$ cat config.mk
export PLATFORM = sky130hd
export DESIGN_NAME = wb_stage_regfile
export DESIGN_NICKNAME = d
export VERILOG_FILES = /design/src/rtl/riscv_pipe_pkg.sv /design/src/rtl/retire_counter.sv /design/src/rtl/wb_stage_regfile.sv
export SDC_FILE = /design/constraint.sdc
export NUM_CORES = 2
export LEC_CHECK = 0
export CAP_MARGIN = 30
export CORE_ASPECT_RATIO = 0.75
export CORE_MARGIN = 3
export CORE_UTILIZATION = 35
export DETAILED_ROUTE_END_ITERATION = 12
export PLACE_DENSITY = 0.5
export SKIP_CTS_REPAIR_TIMING = 1
export SYNTH_ARGS = -nofsm -noshare
export SYNTH_HDL_FRONTEND = slang
export SYNTH_SLANG_ARGS = --single-unit
$ cat constraint.sdc
create_clock -name clk -period 9.45 [get_ports clk]
set_input_delay 1.89 -clock clk [delete_from_list [all_inputs] [get_ports clk]]
set_output_delay 1.89 -clock clk [all_outputs]
set_load 0.02 [all_outputs]
$ cat src/rtl/riscv_pipe_pkg.sv
// Shared pipeline definitions: datapath widths and writeback source selects.
package riscv_pipe_pkg;

  localparam int unsigned XLEN       = 32;
  localparam int unsigned NUM_REGS   = 32;
  localparam int unsigned REG_ADDR_W = $clog2(NUM_REGS);
  localparam int unsigned CNT_W      = 64;

  localparam logic [1:0] WB_SEL_ALU  = 2'd0;
  localparam logic [1:0] WB_SEL_MEM  = 2'd1;
  localparam logic [1:0] WB_SEL_PC   = 2'd2;
  localparam logic [1:0] WB_SEL_RSVD = 2'd3;

endpackage

$ cat src/rtl/retire_counter.sv
// Retired-instruction counter with independent low/high half CSR loads.
module retire_counter #(
  parameter int unsigned CNT_W  = 64,
  parameter int unsigned HALF_W = 32
) (
  input  logic              clk,
  input  logic              reset,
  input  logic              i_inc,
  input  logic [1:0]        i_wr,
  input  logic [HALF_W-1:0] i_wr_data,
  output logic [CNT_W-1:0]  o_count
);

  logic [CNT_W-1:0] r_count;

  // A CSR write takes priority; a retirement in the same cycle is not counted.
  always_ff @(posedge clk or negedge reset) begin
    if (!reset) begin
      r_count <= '0;
    end else if (i_wr != 2'b00) begin
      if (i_wr[0]) r_count[HALF_W-1:0]     <= i_wr_data;
      if (i_wr[1]) r_count[CNT_W-1:HALF_W] <= (CNT_W-HALF_W)'(i_wr_data);
    end else if (i_inc) begin
      r_count <= r_count + CNT_W'(1);
    end
  end

  assign o_count = r_count;

endmodule

$ cat src/rtl/wb_stage_regfile.sv
// Writeback stage: writeback mux, integer register file with two async read ports, retire counter.
// Optional same-cycle WB->read bypass enabled by defining RF_BYPASS_EN.
module wb_stage_regfile
  import riscv_pipe_pkg::*;
(
  input  logic                  clk,
  input  logic                  reset,
  input  logic                  instr_retired_i,
  input  logic                  rf_en_i,
  input  logic [1:0]            wb_sel_i,
  input  logic [REG_ADDR_W-1:0] rd_i,
  input  logic [XLEN-1:0]       alu_res_i,
  input  logic [XLEN-1:0]       read_data_i,
  input  logic [XLEN-1:0]       next_seq_pc_i,
  input  logic [REG_ADDR_W-1:0] rs1_addr_i,
  input  logic [REG_ADDR_W-1:0] rs2_addr_i,
  output logic [XLEN-1:0]       rs1_data_o,
  output logic [XLEN-1:0]       rs2_data_o,
  output logic                  wb_en_o,
  output logic [REG_ADDR_W-1:0] wb_rd_o,
  output logic [XLEN-1:0]       wb_data_o,
  input  logic [1:0]            instret_wr_i,
  input  logic [XLEN-1:0]       instret_wr_data_i,
  output logic [CNT_W-1:0]      instret_o
);

  logic [XLEN-1:0] r_regs [NUM_REGS];
  logic [XLEN-1:0] w_wb_data;
  logic            w_wb_en;
  logic [XLEN-1:0] w_rs1_data;
  logic [XLEN-1:0] w_rs2_data;

  // Writeback source select; the reserved encoding yields zero.
  always_comb begin
    w_wb_data = '0;
    case (wb_sel_i)
      WB_SEL_ALU:  w_wb_data = alu_res_i;
      WB_SEL_MEM:  w_wb_data = read_data_i;
      WB_SEL_PC:   w_wb_data = next_seq_pc_i;
      WB_SEL_RSVD: w_wb_data = '0;
      default:     w_wb_data = '0;
    endcase
  end

  assign w_wb_en   = instr_retired_i & rf_en_i & (rd_i != '0);
  assign wb_en_o   = w_wb_en;
  assign wb_rd_o   = rd_i;
  assign wb_data_o = w_wb_data;

  // Entry 0 is never written; reads of index 0 are forced to zero below.
  always_ff @(posedge clk or negedge reset) begin
    if (!reset) begin
      for (int i = 0; i < NUM_REGS; i++) r_regs[i] <= '0;
    end else if (w_wb_en) begin
      r_regs[rd_i] <= w_wb_data;
    end
  end

  always_comb begin
    w_rs1_data = r_regs[rs1_addr_i];
    w_rs2_data = r_regs[rs2_addr_i];
`ifdef RF_BYPASS_EN
    if (w_wb_en && (rd_i == rs1_addr_i)) w_rs1_data = w_wb_data;
    if (w_wb_en && (rd_i == rs2_addr_i)) w_rs2_data = w_wb_data;
`endif
    if (rs1_addr_i == '0) w_rs1_data = '0;
    if (rs2_addr_i == '0) w_rs2_data = '0;
  end

  assign rs1_data_o = w_rs1_data;
  assign rs2_data_o = w_rs2_data;

  retire_counter #(
    .CNT_W  (CNT_W),
    .HALF_W (XLEN)
  ) u_retire_counter (
    .clk       (clk),
    .reset     (reset),
    .i_inc     (instr_retired_i),
    .i_wr      (instret_wr_i),
    .i_wr_data (instret_wr_data_i),
    .o_count   (instret_o)
  );

endmodule

Figure 1. Power grid.
Pins as bars on the die edge. Tap cells in gray.
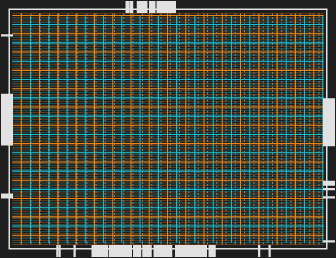
Cyan shows VDD. Orange shows VSS.
2112 tap cells. 317 signal pins sit on the boundary.

Figure 2. Cell classes on the final placement.
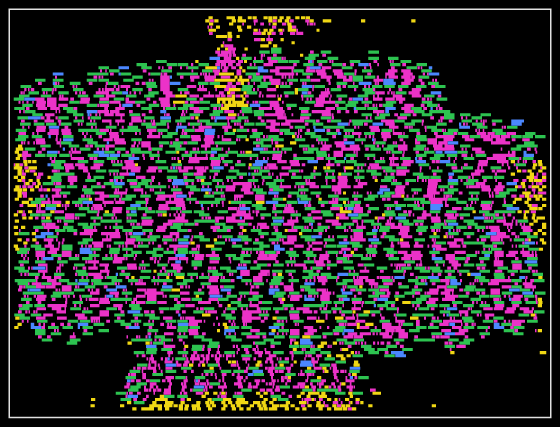
Green shows flip-flops, cells 1088, share of their area 43%. Magenta shows all other logic, cells 3401, share of their area 43%. Blue shows clock drivers and dummy loads, cells 214, share of their area 6.4%. Yellow shows other buffers and delay cells, cells 466, share of their area 7.5%.

Figure 3. Routed clock nets over the placement.
Scale bar: 100 um.
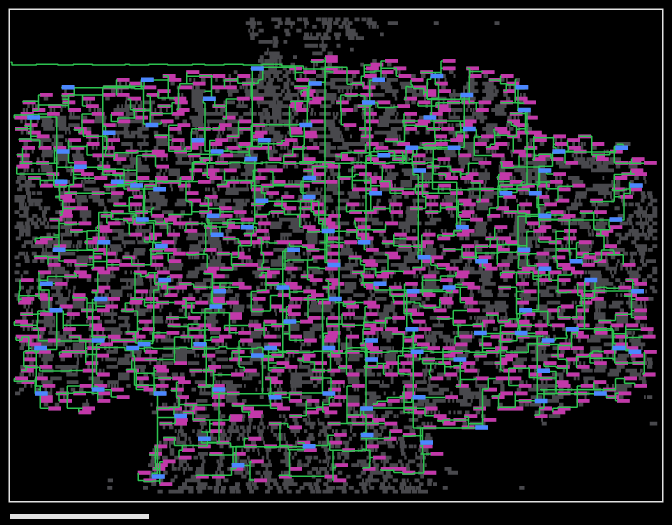
Magenta shows flip-flops, count 1088. Blue shows cells driving clock nets, count 113. Green shows clock wires, length 15700 um.
There are 114 routed clock nets.

Figure 4. Signal wires by layer.
Scale bar: 100 um.
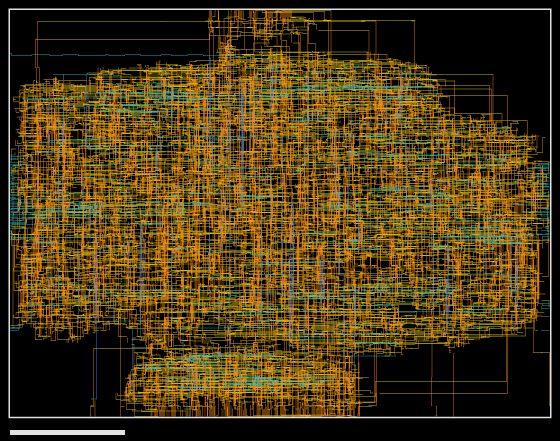
Cyan shows met3, wire length 13000 um. Blue shows met4, wire length 5040 um. Yellow shows met1, wire length 87.0 mm. Orange shows met2, wire length 92.0 mm.
Wirelength per Cell: 27.1 um
vias: 41557
total track usage: 23.7%

Figure 5. Routing congestion.
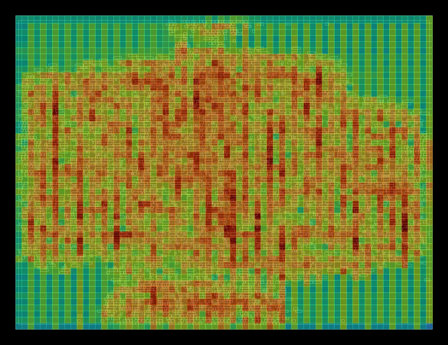
grt peak-use layer: met2
met2 usage: 37.5%
M3 GR Usage: 4.22%
Final Util: 41.8%

==> flow_metrics.py <==
# Flow results
metrics = {
    "status": {
        "status": "finished clean",
    },
    "layout": {
        "area_growth_pct": 17.5,
        "comb_cells": 3295,
        "nets": 5222,
        "largest_reg_flops": 1024,
        "seq_cell_count": 1088,
        "largest_register": "r_regs",
        "mostFrequentLayoutCells": "1088 x dfrtp_1, 753 x nor2_1, 707 x a21oi_1, 640 x mux4_2, 464 x nand2_1",
        "seq_share_pct": 41.1,
        "n_antenna_cell": 1,
        "final_cells": 7282,
        "clkCellAreaFrac_pct": 6.15,
        "comb_area_share_pct": 40.9,
        "signal_buffers": 466,
        "lay_top_count": "dfrtp_1",
        "fin_area_um2": 66200,
    },
    "routing": {
        "routed.top_layer": "met4",
        "detail-route-antenna-nets": 0,
        "drc": 0,
        "via_per_inst": 5.71,
    },
    "critical_path": {
        "cp_top_family": "buffers and inverters",
        "required_ns": 7.56,
        "worst-path-buf-inv": 3,
        "slowest_stage": "buf_4",
        "start_kind": "input port",
        "timing.rr.start": "u_retire_counter.o_count[0]",
        "rr_worst_depth": 7,
        "cp_data_arrival_time_ns": 5.25,
        "crit_fanout": 55,
        "worst-path-stages": 7,
        "startpoint": "rs1_addr_i[0]",
    },
    "timing": {
        "setup_viol": 0,
        "rsz0062_at_grt": "no",
        "setup_tns_ns": 0,
        "setup_slack_ns": 2.31,
        "final_max_slew_viol_count": 0,
        "finalCriticalPeriod_ns": 7.14,
    },
    "logic_synthesis": {
        "ys_async_sr_fraction_pct": 100,
        "yosys_area_um2": 56400,
        "synthDominantCellAreaShare_pct": 48.3,
        "seq_area_frac_synth_pct": 48.3,
        "aoi_share_pct": 10.9,
        "synth_warnings": 0,
        "synth_area_um2": 56400,
        "common_cells": "1088 x dfrtp_1, 774 x nor2_1, 739 x a21oi_1",
        "xor_share_pct": 0.451,
        "yosys_cells": 5012,
        "ys_ff": 1088,
        "area_leaders": "dfrtp_1 48%, mux4_2 26%, a21oi_1 6.6%, nor2_1 5.2%, o21ai_0 3.8%",
        "most_common_cell": "dfrtp_1",
        "synth.distinct_cells": 48,
        "syn_inst": 5012,
    },
    "die": {
        "die_h_um": 354,
        "die_area_um2": 166000,
        "core_util_floorplan_pct": 35.5,
        "die_w_um": 469,
        "ios": 317,
        "tap_cells": 2112,
    },
    "clock_network": {
        "clockBufferDepth": 3,
        "cts.clk_slew.worst_paths_ns": 0.06,
        "cts_buffers": 113,
        "cts_root_buf": "clkbuf_16",
        "cts_sinks": 1088,
        "tritoncts": "built",
    },
    "global_routing": {
        "antenna_found_initial": 8,
        "grt-ovfl-total": 0,
        "grt_max_degree": 145,
        "grt_pass1_vias": 41459,
        "met1_usage_pct": 33.9,
    },
    "min_path": {
        "holdPathStages": 0,
    },
    "power": {
        "power.ir.vdd_worst_mv": 0.149,
        "comb_power_share_pct": 20.9,
        "clkPwrFrac_pct": 35.7,
        "pg_comb_uw": 2890,
        "leakage_uw": 0.0273,
        "finalPower_uw": 13800,
        "seq_power_share_pct": 43.4,
        "pg_seq_uw": 6020,
    },
    "place": {
        "hpwl_um": 120000,
        "placedCellCount": 7063,
        "globalplace.congestion": 0.859,
    },
}
Power figures rest on the tool's default switching activity, not on a simulated workload.
